==> config.mk <==
export PLATFORM = sky130hd
export DESIGN_NAME = unidad_deteccion_riesgos
export DESIGN_NICKNAME = d
export VERILOG_FILES = /design/src/rtl/unidad_deteccion_riesgos_pkg.sv /design/src/rtl/unidad_deteccion_riesgos_registro_ex_mem.sv /design/src/rtl/unidad_deteccion_riesgos.sv
export SDC_FILE = /design/constraint.sdc
export NUM_CORES = 1
export LEC_CHECK = 0
export CORE_AREA = 2 2 41 47
export DETAILED_ROUTE_END_ITERATION = 16
export DIE_AREA = 0 0 43 49
export DONT_BUFFER_PORTS = 1
export GPL_TIMING_DRIVEN = 0
export PLACE_DENSITY = 0.64
export SKIP_LAST_GASP = 1
export SYNTH_ARGS = -nofsm -noshare
export SYNTH_HDL_FRONTEND = slang
export SYNTH_SLANG_ARGS = --single-unit
==> constraint.sdc <==
create_clock -name clk -period 1.5 [get_ports clk]
set_clock_uncertainty 0.05 [all_clocks]
set_input_delay 0.15 -clock clk [delete_from_list [all_inputs] [get_ports clk]]
set_output_delay 0.15 -clock clk [all_outputs]
set_load 0.02 [all_outputs]
==> src/rtl/unidad_deteccion_riesgos_pkg.sv <==
`default_nettype none
// ============================================================================
//  Module      : pkg_riesgos
//  Description : Shared types and defaults for the hazard-detection unit.
//                estado_t : FSM encoding (RUN = normal flow,
//                           ESPERA = waiting for the data-memory ack)
//                REG_W_DEF: default register-index width
//  Revision    : 1.0 - initial release
// ============================================================================
package pkg_riesgos;

    localparam int REG_W_DEF = 4;

    typedef enum logic [0:0] {
        RUN    = 1'b0,
        ESPERA = 1'b1
    } estado_t;

endpackage : pkg_riesgos
`default_nettype wire

==> src/rtl/unidad_deteccion_riesgos_registro_ex_mem.sv <==
`default_nettype none
// ============================================================================
//  Module      : registro_ex_mem
//  Description : EX/MEM pipeline slice holding the destination register and
//                the "valid load" flag of the instruction in MEM.
//  Ports       : clk, rst      - clock, synchronous active-high reset
//                enable_i      - capture new EX values (low = hold)
//                clr_load_i    - drop the pending load (memory timeout)
//                rd_i          - EX destination register
//                load_i        - EX instruction is a valid load
//                rl_o          - MEM destination register
//                load_o        - MEM instruction is a valid load
//  Revision    : 1.0 - initial release
// ============================================================================
module registro_ex_mem
    import pkg_riesgos::*;
#(
    parameter int REG_W = REG_W_DEF
) (
    input  logic             clk,
    input  logic             rst,
    input  logic             enable_i,
    input  logic             clr_load_i,
    input  logic [REG_W-1:0] rd_i,
    input  logic             load_i,
    output logic [REG_W-1:0] rl_o,
    output logic             load_o
);

    logic [REG_W-1:0] rl_q;
    logic             load_q;

    always_ff @(posedge clk) begin
        if (rst) begin
            rl_q   <= '0;
            load_q <= 1'b0;
        end else begin
            if (enable_i) begin
                rl_q <= rd_i;
            end
            // A timed-out load is abandoned even though the stage is held,
            // so the clear wins over the hold.
            if (clr_load_i) begin
                load_q <= 1'b0;
            end else if (enable_i) begin
                load_q <= load_i;
            end
        end
    end

    assign rl_o   = rl_q;
    assign load_o = load_q;

endmodule : registro_ex_mem
`default_nettype wire

==> src/rtl/unidad_deteccion_riesgos.sv <==
`default_nettype none
// ============================================================================
//  Module      : unidad_deteccion_riesgos
//  Description : Pipeline hazard-detection unit. Detects load-use hazards
//                between EX and ID, stalls the pipeline while a MEM-stage
//                load waits for the data memory, and flags a sticky error
//                when the memory does not answer within MEM_TIMEOUT cycles.
//  Ports       : clk, rst                    - clock, sync active-high reset
//                valid_ex, load_ex, rd_ex    - EX instruction info
//                ra_id, rb_id                - ID source registers
//                usa_a_id, usa_b_id          - ID reads ra_id / rb_id
//                mem_ack                     - data memory finished the load
//                rl, load                    - MEM-stage dest / valid load
//                mem_req                     - load request to data memory
//                stall_if, stall_id, stall_ex- pipeline holds
//                burbuja_ex                  - inject NOP into EX
//                mem_error                   - sticky timeout flag
//  Revision    : 1.0 - initial release
// ============================================================================
module unidad_deteccion_riesgos
    import pkg_riesgos::*;
#(
    parameter int REG_W       = REG_W_DEF,
    parameter int MEM_TIMEOUT = 15
) (
    input  logic             clk,
    input  logic             rst,
    input  logic             valid_ex,
    input  logic             load_ex,
    input  logic [REG_W-1:0] rd_ex,
    input  logic [REG_W-1:0] ra_id,
    input  logic [REG_W-1:0] rb_id,
    input  logic             usa_a_id,
    input  logic             usa_b_id,
    input  logic             mem_ack,
    output logic [REG_W-1:0] rl,
    output logic             load,
    output logic             mem_req,
    output logic             stall_if,
    output logic             stall_id,
    output logic             stall_ex,
    output logic             burbuja_ex,
    output logic             mem_error
);

    localparam int               c_CNT_W   = $clog2(MEM_TIMEOUT) + 1;
    localparam logic [c_CNT_W-1:0] c_CNT_ULT = c_CNT_W'(MEM_TIMEOUT - 1);

    estado_t            estado_q, estado_d;
    logic [c_CNT_W-1:0] cnt_q, cnt_d;
    logic               mem_error_q, mem_error_d;
    logic               haz;
    logic               timeout;

    // ------------------------------------------------------------------
    // Load-use hazard: register 0 is hard-wired, so it never conflicts.
    // ------------------------------------------------------------------
    assign haz = valid_ex & load_ex & (rd_ex != '0) &
                 ((usa_a_id & (ra_id == rd_ex)) | (usa_b_id & (rb_id == rd_ex)));

    // ------------------------------------------------------------------
    // EX/MEM register
    // ------------------------------------------------------------------
    registro_ex_mem #(
        .REG_W (REG_W)
    ) u_registro_ex_mem (
        .clk        (clk),
        .rst        (rst),
        .enable_i   (~stall_ex),
        .clr_load_i (timeout),
        .rd_i       (rd_ex),
        .load_i     (load_ex & valid_ex),
        .rl_o       (rl),
        .load_o     (load)
    );

    // ------------------------------------------------------------------
    // FSM state, wait counter and sticky error
    // ------------------------------------------------------------------
    always_ff @(posedge clk) begin
        if (rst) begin
            estado_q    <= RUN;
            cnt_q       <= '0;
            mem_error_q <= 1'b0;
        end else begin
            estado_q    <= estado_d;
            cnt_q       <= cnt_d;
            mem_error_q <= mem_error_d;
        end
    end

    always_comb begin
        estado_d    = estado_q;
        cnt_d       = cnt_q;
        mem_error_d = mem_error_q;
        stall_if    = 1'b0;
        stall_id    = 1'b0;
        stall_ex    = 1'b0;
        burbuja_ex  = 1'b0;
        timeout     = 1'b0;

        unique case (estado_q)
            RUN: begin
                // A pending memory load outranks a load-use bubble.
                if (load && !mem_ack) begin
                    stall_if = 1'b1;
                    stall_id = 1'b1;
                    stall_ex = 1'b1;
                    cnt_d    = '0;
                    estado_d = ESPERA;
                end else if (haz) begin
                    stall_if   = 1'b1;
                    stall_id   = 1'b1;
                    burbuja_ex = 1'b1;
                end
            end
            ESPERA: begin
                if (mem_ack) begin
                    // Ack wins over a coinciding timeout.
                    cnt_d    = '0;
                    estado_d = RUN;
                end else if (cnt_q == c_CNT_ULT) begin
                    stall_if    = 1'b1;
                    stall_id    = 1'b1;
                    stall_ex    = 1'b1;
                    timeout     = 1'b1;
                    mem_error_d = 1'b1;
                    cnt_d       = '0;
                    estado_d    = RUN;
                end else begin
                    stall_if = 1'b1;
                    stall_id = 1'b1;
                    stall_ex = 1'b1;
                    // Saturating guard; the timeout clears long before.
                    if (cnt_q != '1) begin
                        cnt_d = cnt_q + 1'b1;
                    end
                end
            end
            default: begin
                estado_d = RUN;
            end
        endcase

        // Outputs are quiet while reset is asserted.
        if (rst) begin
            stall_if   = 1'b0;
            stall_id   = 1'b0;
            stall_ex   = 1'b0;
            burbuja_ex = 1'b0;
        end
    end

    assign mem_req   = load & ~rst;
    assign mem_error = mem_error_q;

endmodule : unidad_deteccion_riesgos
`default_nettype wire

==> images/final_placement.png <==
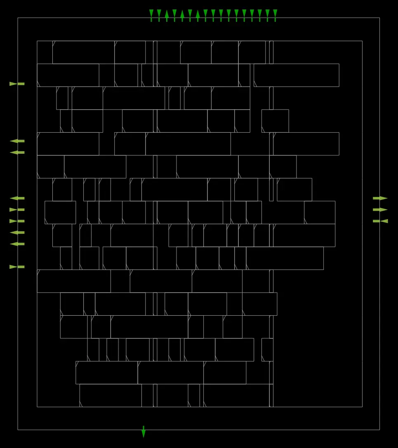
core utilization of the finished layout: 0.616
count of inserted tapcells: 18
num sequential: 12
register share of the cell area: 0.238

==> images/clock_map.png <==
The bar under the picture is 10 microns long.
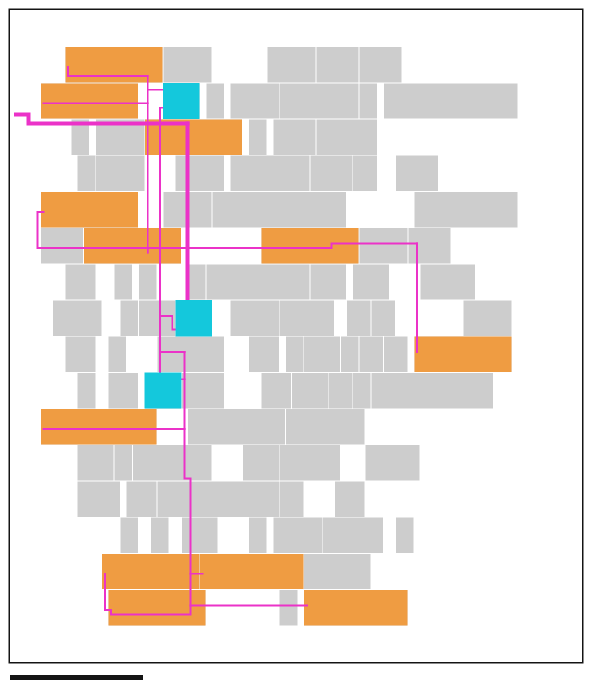
- cyan: cells driving clock nets (count 3)
- magenta: clock wires (length 181 microns)
- orange: flip-flops (count 12)
- routed clock nets: 4

==> notes.md <==
The layout was made with Yosys and OpenROAD.

The clock network power is 0.259 mW. The number of levels the H-tree was split into is 1. The power report attributes to the combinational group a share of 0.161. The die width is 43 microns.

The number of global-route vias before repair came to 662. The checks that failed: setup timing. The leakage power summed over all cells is 0.395 nW. The CTS tree is done. The delay of the slowest cell on the worst path is 350 ps. Per the placement report, the placed cell count is 99. The combinational gate area is 586 sq um.

The clock tree root buffer cell is clkbuf_4. The maximum buffer depth of the clock tree is 2. Excluding fillers, the count of instances in the completed layout stands at 115. The registers of the reported paths see a clock transition of 80 ps. In this run the full chip footprint comes out at 2110 sq um.

The number of OpenROAD warnings is 30. The via density per instance is 5.46. The most frequent cell on the critical path is ha_4. The most frequent logic cell in the layout is nor2_1. The post-synthesis cell type count is 32.

In the global route stage, overall resource usage came out at 0.187. The routing usage on met2 is 0.301. 30 I/O pins were placed. Averaged over all synthesized cells, the footprint is 8.76 sq um. The sequential cells in the finished layout cover a total of 246 sq um. The net switching power figure is 0.186 mW. Counting I/O delays and the setup requirement, the final critical path takes 1560 ps. The fraction of power consumed by the clock network is 0.360. 0 antenna diodes ended up in the layout.

The share of total power dissipated in sequential elements is 0.479. The global-route wire length before repair is 3.00 mm. For the worst setup path, the data required time is 1600 ps. The clock net in this run drives a total of 12 sinks. The share of the clock period used by the worst path after layout is 1.04. The total count of max-transition violations in the final report is 0. The end-of-flow timing check tallies setup violations at 5.

The classification of the worst-slack hold path is input pin to flop. The fraction of the core area occupied by cells at floorplan is 0.422. The run finished, with violations left. The met1 track demand over resource in global routing is 0.240. met2 is the most crowded layer. For this block, the initial DRC count from the detailed router was 5. Counting the buffers created by CTS gives 3. The critical path's slowest cell is dfxtp_2. According to the floorplan report, the die height is 49 microns. The worst path setup slack after routing is -58.4 ps.

In the final routed layout, each cell accounts on average for 15.7 microns. Input and output buffers added on the ports amount to 0. The combined area of all synthesized cells is 709 sq um. The post-detailed-placement half-perimeter wirelength is 1.18 mm. Power attributed to sequential cells is 0.345 mW.

Synthesis produced 81 cells. In the layout the commonest cells are nor2_1, dfxtp_1, dlygate4sd3_1, buf_4. For this run, the register share of the synthesized area comes to 0.339. The worst setup path is of the flop to flop kind.

Of the total power, the share spent switching nets is 0.258. The global route total overflow is 0. The chip area line in the Yosys stat output reads 709 sq um. The launching element type of the critical path is a flop. The layout-stage area growth over the synthesis result is 46.0%.

Of all nets on the critical path, the largest fanout is 4. The power attributed to combinational cells is 0.116 mW. Once layout is done, the placed cells without fillers occupy 1040 sq um. In the global route stage, met3 resource usage came out at 0.0222.

The worst hold slack across all endpoints is 26.0 ps. The DRC violation count after routing is 0. For the pin with the worst max-slew slack, the measured transition is 579 ps. The pin count of the biggest net entering global routing is 11.

The first TritonRoute pass finished after 4 iterations. The largest voltage drop on the vdd net is 656 uV. The number of warnings printed during yosys synthesis is 0.

The post-detailed-route count of antenna-violating nets is 0. The total wirelength of the detailed-routed design is 1.80 mm. The power report lists cell-internal power as 0.533 mW. The worst max-slew margin expressed relative to the limit is 0.610.

Per STA, the worst path is made up of ha_4 -> and3_4 -> ha_4 -> inv_4 -> nand4_1 -> a21o_1 -> a21oi_1 -> nor2_1. The placement summary gives the final routability congestion estimate as 0.758. The total power is 0.719 mW. The total of flip-flops plus latches after synthesis is 12.

After filler insertion, the fill cell instance count of the layout stands at 159. The power density relative to cell area is 694 nW/um^2. The net count after synthesis is 103.

The kind of capture point of the worst setup path is a flop. The detailed router placed 628 vias in this run. The number of cell rows is 16. Setup repair after global routing could not meet its margin everywhere.

The share of layout cells above drive strength 1 is 0.371. The final timing report lists a hold violation count of 0. The placed instance area is 767 sq um.

The arrival time of data at the critical path endpoint is 1660 ps. After synthesis, the design contains 81 cells according to Yosys. The maximum frequency from static timing analysis is 642 MHz. The initial antenna violation count is 0.

The clock insertion delay at the later pin of the skew report is 270 ps. The total number of nets in the final design is 120. Per the run summary, max-cap violations total 0. The core outline area is 1680 sq um. Per report_power, the top consumer among the power groups is registers.
flip-flops by register name, indices dropped and copies added, names as in the netlist:
signal,cells
cnt_q,5
mem_error,1
u_registro_ex_mem.rl_o,4
estado_q,1
u_registro_ex_mem.load_o,1
cells by family after synthesis:
logic type                 count (synthesis)  share of synthesized area
buffers and inverters                      6                     0.0423
adders and majority gates                  3                     0.0529
AOI/OAI and AO/OA                         13                      0.145
xor gates and xnor gates                   8                     0.0988
muxes                                      5                     0.0705
and+or+nand+nor                           34                      0.252
DFF                                       12                      0.339
routing by layer:
layer | wire length, microns | part of all wire
met1 | 782 | 0.43
met5 | 0 | 0
met2 | 925 | 0.51
met3 | 82 | 0.045
met4 | 14 | 0.0078
final timing paths:
check | start | to | slack (ps) | cells past startpoint
hold reg to reg | cnt_q[2]$_SDFFE_PP0P_ | cnt_q[2]$_SDFFE_PP0P_ | 490 | 2
hold / removal | load_ex | u_registro_ex_mem.load_o$_SDFFE_PP0N_ | 30 | 2
setup reg to reg | cnt_q[1]$_SDFFE_PP0P_ | cnt_q[3]$_SDFFE_PP0P_ | -60 | 8
setup / recovery | cnt_q[1]$_SDFFE_PP0P_ | cnt_q[3]$_SDFFE_PP0P_ | -60 | 8
repair_timing:
item | CTS | global route
hold endpoints to repair | 6 | 0
setup endpoints to repair | 8 | 8
hold buffers | 6 | 0
gates resized | 18 | 5
pin swaps | 11 | 3
setup buffers | 6 | 0
cells in the mapped netlist:
cell | n | area, sq um
xnor2_1 | 2 | 17.5
a21o_1 | 1 | 7.51
o22ai_4 | 1 | 20.0
nor2b_1 | 1 | 6.26
nor3_1 | 3 | 15.0
a32oi_1 | 1 | 8.76
and3_2 | 1 | 7.51
o21ai_2 | 1 | 8.76
and2_1 | 1 | 6.26
ha_1 | 3 | 37.5
or2_4 | 1 | 8.76
a22oi_1 | 1 | 7.51
o41ai_1 | 1 | 8.76
inv_2 | 1 | 3.75
a31oi_1 | 2 | 12.5
a21oi_1 | 4 | 20.0
nor3_2 | 1 | 10.0
clkbuf_1 | 1 | 3.75
nand2_1 | 4 | 15.0
nor4_1 | 3 | 18.8
o32ai_1 | 1 | 8.76
nand3_1 | 1 | 5.00
buf_4 | 2 | 15.0
inv_1 | 2 | 7.51
xor2_1 | 6 | 52.6
nand4_1 | 1 | 6.26
mux2i_1 | 5 | 50.1
and2b_1 | 1 | 7.51
dfxtp_1 | 12 | 240
nand2b_1 | 1 | 6.26
nor2_1 | 14 | 52.6
and4b_4 | 1 | 13.8
cell type report:
type / count / area share
Inverter: 3 / 0.0133
Buffer: 3 / 0.0254
Tap cell: 18 / 0.0217
Sequential cell: 12 / 0.238
Clock buffer: 4 / 0.0350
Multi-Input combinational cell: 63 / 0.565
Timing Repair Buffer: 12 / 0.101
worst max-delay path, delay by kind of cell (launching register included):
family / cells / cell delay, ps
AND/OR/NAND/NOR: 3 / 340
flip-flops: 1 / 350
buffers and inverters: 1 / 50
adder cells (fa/ha/maj): 2 / 320
AND-OR/OR-AND: 2 / 320
per-stage QoR:
stage	worst slack, ps	setup TNS [ps]
floorplan	-37.1	-37.1
global placement	-181	-387
detailed placement	-165	-419
CTS	-40.9	-145
global route	-147	-614
finish	-58.4	-133
Power is estimated from default activity; no workload was simulated.
